**The metal 1 layer**

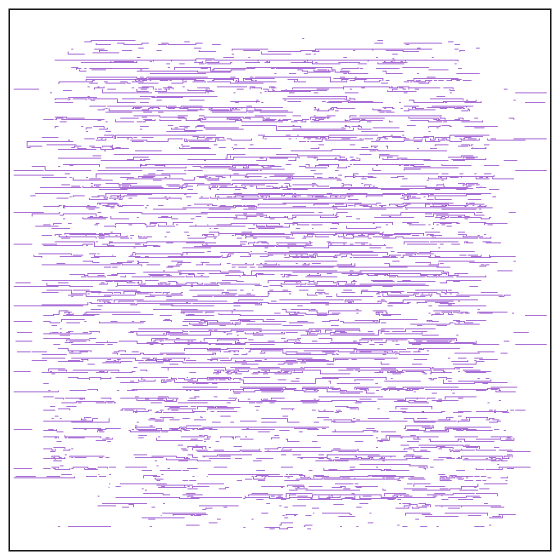
**Cell placement**

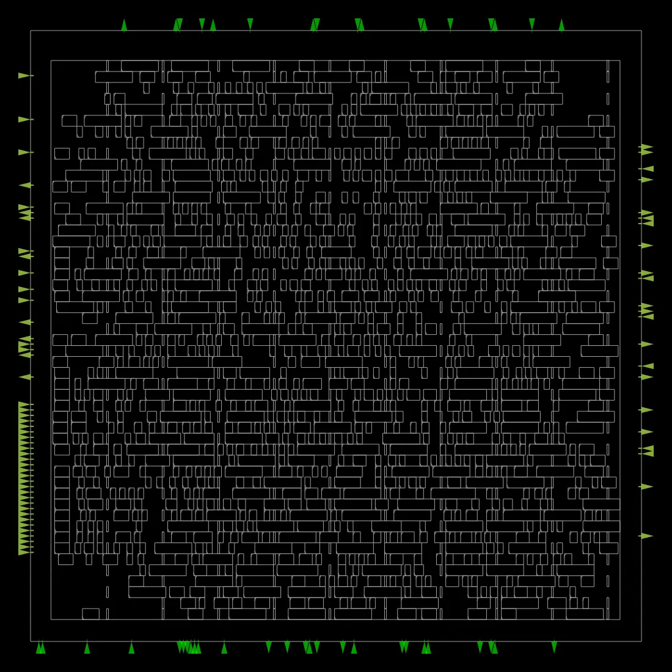
**Where the registers sit**

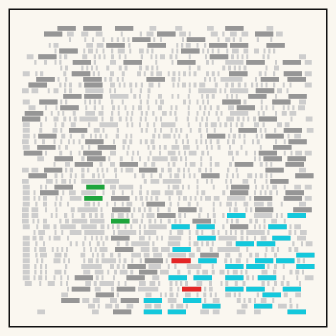
**Cell area per tile**

15 x 15 tiles, from white (low) to dark blue (high), 0 to 100% covered.
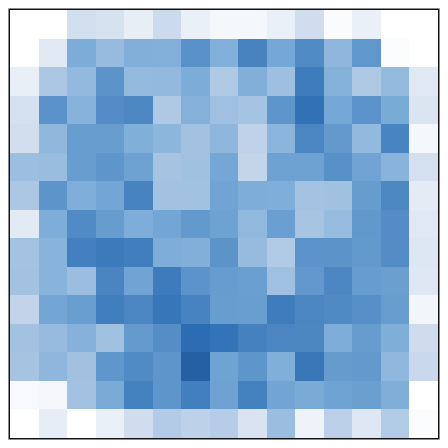
**M2 wires**

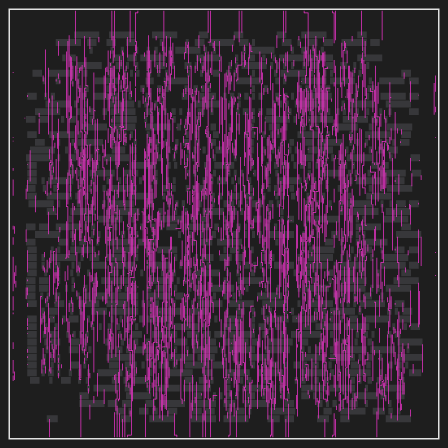
File: config.mk
export PLATFORM = sky130hd
export DESIGN_NAME = mmio_responder
export DESIGN_NICKNAME = d
export VERILOG_FILES = /design/src/rtl/mmio_responder.sv
export SDC_FILE = /design/constraint.sdc
export NUM_CORES = 1
export LEC_CHECK = 0
export ABC_AREA = 1
export CAP_MARGIN = 30
export CELL_PAD_IN_SITES_DETAIL_PLACEMENT = 1
export CELL_PAD_IN_SITES_GLOBAL_PLACEMENT = 1
export CORE_MARGIN = 5
export CORE_UTILIZATION = 40
export DETAILED_ROUTE_END_ITERATION = 10
export GPL_TIMING_DRIVEN = 0
export PLACE_DENSITY_LB_ADDON = 0.1
export REMOVE_ABC_BUFFERS = 1
export SKIP_LAST_GASP = 1
export SYNTH_ARGS = -nofsm -noshare
export SYNTH_HDL_FRONTEND = slang
export SYNTH_SLANG_ARGS = --single-unit
File: constraint.sdc
create_clock -name clk -period 2.49 [get_ports clk]
set_input_delay 0.498 -clock clk [delete_from_list [all_inputs] [get_ports clk]]
set_output_delay 0.498 -clock clk [all_outputs]
set_load 0.02 [all_outputs]
File: src/rtl/mmio_responder.sv
// Memory-mapped responder: 32-byte register window with a down-counting timer/irq and a byte TX FIFO.
// Latency: rdata/sel registered, valid one cycle after addr; writes take effect on the hit edge.
// Backpressure: tx stream is valid/ready; a push into a full FIFO with no same-cycle pop is dropped and flags OVF.
module mmio_responder #(
    parameter logic [31:0] BASE_ADDR  = 32'hFFFF_FF00,
    parameter int          FIFO_DEPTH = 4
) (
    input  logic        clk,
    input  logic        reset,
    input  logic [31:0] addr,
    input  logic        wr,
    input  logic [31:0] wdata,
    output logic [31:0] rdata,
    output logic        sel,
    output logic [7:0]  tx_data,
    output logic        tx_valid,
    input  logic        tx_ready,
    output logic        irq
);

    localparam int PW = (FIFO_DEPTH > 1) ? $clog2(FIFO_DEPTH) : 1;
    localparam int CW = PW + 1;
    localparam logic [CW-1:0] DEPTH_C = CW'(FIFO_DEPTH);

    localparam logic [2:0] OFF_STATUS = 3'd0;
    localparam logic [2:0] OFF_TXDATA = 3'd1;
    localparam logic [2:0] OFF_LOAD   = 3'd2;
    localparam logic [2:0] OFF_COUNT  = 3'd3;
    localparam logic [2:0] OFF_CTRL   = 3'd4;
    localparam logic [2:0] OFF_CLR    = 3'd5;

    // Address decode; the two byte-lane bits carry no meaning for word registers.
    logic       hit;
    logic [2:0] offset;
    logic       unused_addr_bits;

    assign hit              = (addr[31:5] == BASE_ADDR[31:5]);
    assign offset           = addr[4:2];
    assign unused_addr_bits = ^addr[1:0];

    logic we_txdata, we_load, we_ctrl, we_clr;

    assign we_txdata = hit & wr & (offset == OFF_TXDATA);
    assign we_load   = hit & wr & (offset == OFF_LOAD);
    assign we_ctrl   = hit & wr & (offset == OFF_CTRL);
    assign we_clr    = hit & wr & (offset == OFF_CLR);

    // State
    logic [7:0]    mem_q [FIFO_DEPTH];
    logic [7:0]    mem_d [FIFO_DEPTH];
    logic [PW-1:0] rd_ptr_q, rd_ptr_d;
    logic [PW-1:0] wr_ptr_q, wr_ptr_d;
    logic [CW-1:0] cnt_q, cnt_d;
    logic [31:0]   load_q, load_d;
    logic [31:0]   count_q, count_d;
    logic [2:0]    ctrl_q, ctrl_d;
    logic          exp_q, exp_d;
    logic          ovf_q, ovf_d;
    logic          irq_q, irq_d;
    logic [31:0]   rdata_q, rdata_d;
    logic          sel_q, sel_d;

    logic full, empty, pop, push_ok, drop, exp_set;
    logic [31:0] rd_val;

    assign full    = (cnt_q == DEPTH_C);
    assign empty   = (cnt_q == '0);
    assign pop     = ~empty & tx_ready;
    // A push into a full FIFO still lands when the head leaves on the same edge.
    assign push_ok = we_txdata & (~full | pop);
    assign drop    = we_txdata & full & ~pop;

    // FIFO next state: storage, wrapping pointers and occupancy.
    always_comb begin
        mem_d    = mem_q;
        rd_ptr_d = rd_ptr_q;
        wr_ptr_d = wr_ptr_q;
        cnt_d    = cnt_q;
        if (push_ok) begin
            mem_d[wr_ptr_q] = wdata[7:0];
            wr_ptr_d        = wr_ptr_q + PW'(1);
        end
        if (pop) begin
            rd_ptr_d = rd_ptr_q + PW'(1);
        end
        case ({push_ok, pop})
            2'b10:   cnt_d = cnt_q + CW'(1);
            2'b01:   cnt_d = cnt_q - CW'(1);
            default: cnt_d = cnt_q;
        endcase
    end

    // Timer next state; a LOAD write overrides any decrement or reload that edge.
    always_comb begin
        load_d  = we_load ? wdata : load_q;
        count_d = count_q;
        exp_set = 1'b0;
        if (we_load) begin
            count_d = wdata;
        end else if (ctrl_q[0]) begin
            if (count_q != 32'd0) begin
                count_d = count_q - 32'd1;
                exp_set = (count_q == 32'd1);
            end else if (ctrl_q[1] && (load_q != 32'd0)) begin
                count_d = load_q;
            end
        end
    end

    // Sticky flags: a set on the same edge as its clear wins; irq follows EXP gated by irq_en.
    always_comb begin
        ctrl_d = we_ctrl ? wdata[2:0] : ctrl_q;
        exp_d  = exp_set | (exp_q & ~(we_clr & wdata[0]));
        ovf_d  = drop | (ovf_q & ~(we_clr & wdata[1]));
        irq_d  = exp_d & ctrl_d[2];
    end

    // Read mux from current register values; write-only and reserved slots read 0.
    always_comb begin
        rd_val = 32'd0;
        case (offset)
            OFF_STATUS: rd_val = {28'd0, ovf_q, exp_q, empty, full};
            OFF_LOAD:   rd_val = load_q;
            OFF_COUNT:  rd_val = count_q;
            OFF_CTRL:   rd_val = {29'd0, ctrl_q};
            default:    rd_val = 32'd0;
        endcase
        rdata_d = (hit & ~wr) ? rd_val : 32'd0;
        sel_d   = hit;
    end

    // All state registers, cleared asynchronously (FIFO contents included).
    always_ff @(posedge clk or negedge reset) begin
        if (!reset) begin
            for (int i = 0; i < FIFO_DEPTH; i++) begin
                mem_q[i] <= 8'd0;
            end
            rd_ptr_q <= '0;
            wr_ptr_q <= '0;
            cnt_q    <= '0;
            load_q   <= 32'd0;
            count_q  <= 32'd0;
            ctrl_q   <= 3'd0;
            exp_q    <= 1'b0;
            ovf_q    <= 1'b0;
            irq_q    <= 1'b0;
            rdata_q  <= 32'd0;
            sel_q    <= 1'b0;
        end else begin
            mem_q    <= mem_d;
            rd_ptr_q <= rd_ptr_d;
            wr_ptr_q <= wr_ptr_d;
            cnt_q    <= cnt_d;
            load_q   <= load_d;
            count_q  <= count_d;
            ctrl_q   <= ctrl_d;
            exp_q    <= exp_d;
            ovf_q    <= ovf_d;
            irq_q    <= irq_d;
            rdata_q  <= rdata_d;
            sel_q    <= sel_d;
        end
    end

    assign rdata    = rdata_q;
    assign sel      = sel_q;
    assign tx_data  = mem_q[rd_ptr_q];
    assign tx_valid = ~empty;
    assign irq      = irq_q;

endmodule

==> run notes <==
run results: outcome complete, no violations, Worst Hold Class in2async, vias per inst 5.224, reg-to-reg startpoint count_q[14], ant diodes 0, IO buf count 108, Chip Area 0.02298 mm^2, initial antenna violation count 0, Basic Gates by Area 36.52%, Synth Register Bits 142, I/O pin count 111, Final Skew 0.01754 ns, Worst Setup Path Type in2reg, Post-synth EDFFs 0, vias in the first global route slightly below 8000, Top cell excl fill/tap nand2_1, Area leader share 44.31%, crit path launch type primary input, Top cells by area dfrtp_1 44%, nand2_1 18%, nor2_1 6.9%, Post-DP Area 0.009331 mm^2, wire length on met2 about 12000 um, Top logic family simple AND/OR/NAND/NOR gates, DR top layer met4, critical path launch point addr[8], H-tree levels 4, WL met1 12260 um, Seq share, synth between 40% and 50%, CP required 2.84 ns, delay-heaviest family, CP simple AND/OR/NAND/NOR gates, # Cells Yosys about 1100, Complex Gates by Area 9.766%, Ys Warns 0, dominant cell type by area after synthesis dfrtp_1, most frequent cell after synthesis nand2_1, Die Width around 150 um, tool warning count 33, worst vdd ir 0.4401 mV, non-filler cells, final between 1000 and 1500, largest net degree at the start of global routing just under 90, Post-route DRC 0, adder share roughly 1.5%, layout cell share with drive strength beyond 1 roughly 8.7%, clock slew at reported path FFs about 0.060 ns, Final Hold Fails 0, Worst Path Buf+Inv 2, crit path to cnt_q[1], DRT iter0 DRCs between 400 and 500, RSZ-0062 raised after global routing yes
-- 'the metal 1 layer' (at the start) --
The longest straight run is 68.5 um. 1133 nets have wire on it.
final WL: 25900 um
met1 usage: 33.04%
DR vias: 7643

-- 'cell placement' (at the start) --
# rows: 51
core area: 0.01959 mm^2
flop count: 142
fillcell total: 2436
Util after Layout: 51.94%

-- 'where the registers sit' (at the start) --
rd_ptr_q: in red, sequential cells 2. mem_q: in cyan, sequential cells 32. ctrl_q: in green, sequential cells 3.
Seq area share: 34.94%
P_seq: 2.42 mW
Reg area: 0.003556 mm^2

-- 'cell area per tile' (at the start) --
The mean over all tiles is 43%. The fullest tile reaches 81%. 4.9% of the tiles are nearly empty.
Initial Util: 40.94%

-- 'M2 wires' (at the start) --
1055 nets have wire on it. The wires run mostly vertical. The layer holds 47% of the routed length.
grt met2 use: 38.28%

==> state kept, by name, indices dropped and copies added, names as in the netlist, 2 cells and up <==
register,count
mem_q,32
cnt_q,3
rdata,32
ctrl_q,3
load_q,32
rd_ptr_q,2
wr_ptr_q,2
count_q,32
==> layout make-up <==
| type | instances | area, um^2 |
|---|---|---|
| Inverter | 77 | 305.3 |
| Sequential cell | 142 | 3556 |
| Fill cell | 2436 | 9414 |
| Timing Repair Buffer | 121 | 1318 |
| Tap cell | 265 | 331.6 |
| Clock buffer | 20 | 466.7 |
| Clock inverter | 12 | 148.9 |
| Multi-Input combinational cell | 826 | 4050 |
==> where the power goes <==
part,internal [mW],switching (mW)
Clock,1.59,1.08
Sequential,2.35,0.0625
Combinational,0.468,0.617
No activity file was given, so power comes from the tool's default toggle rates.
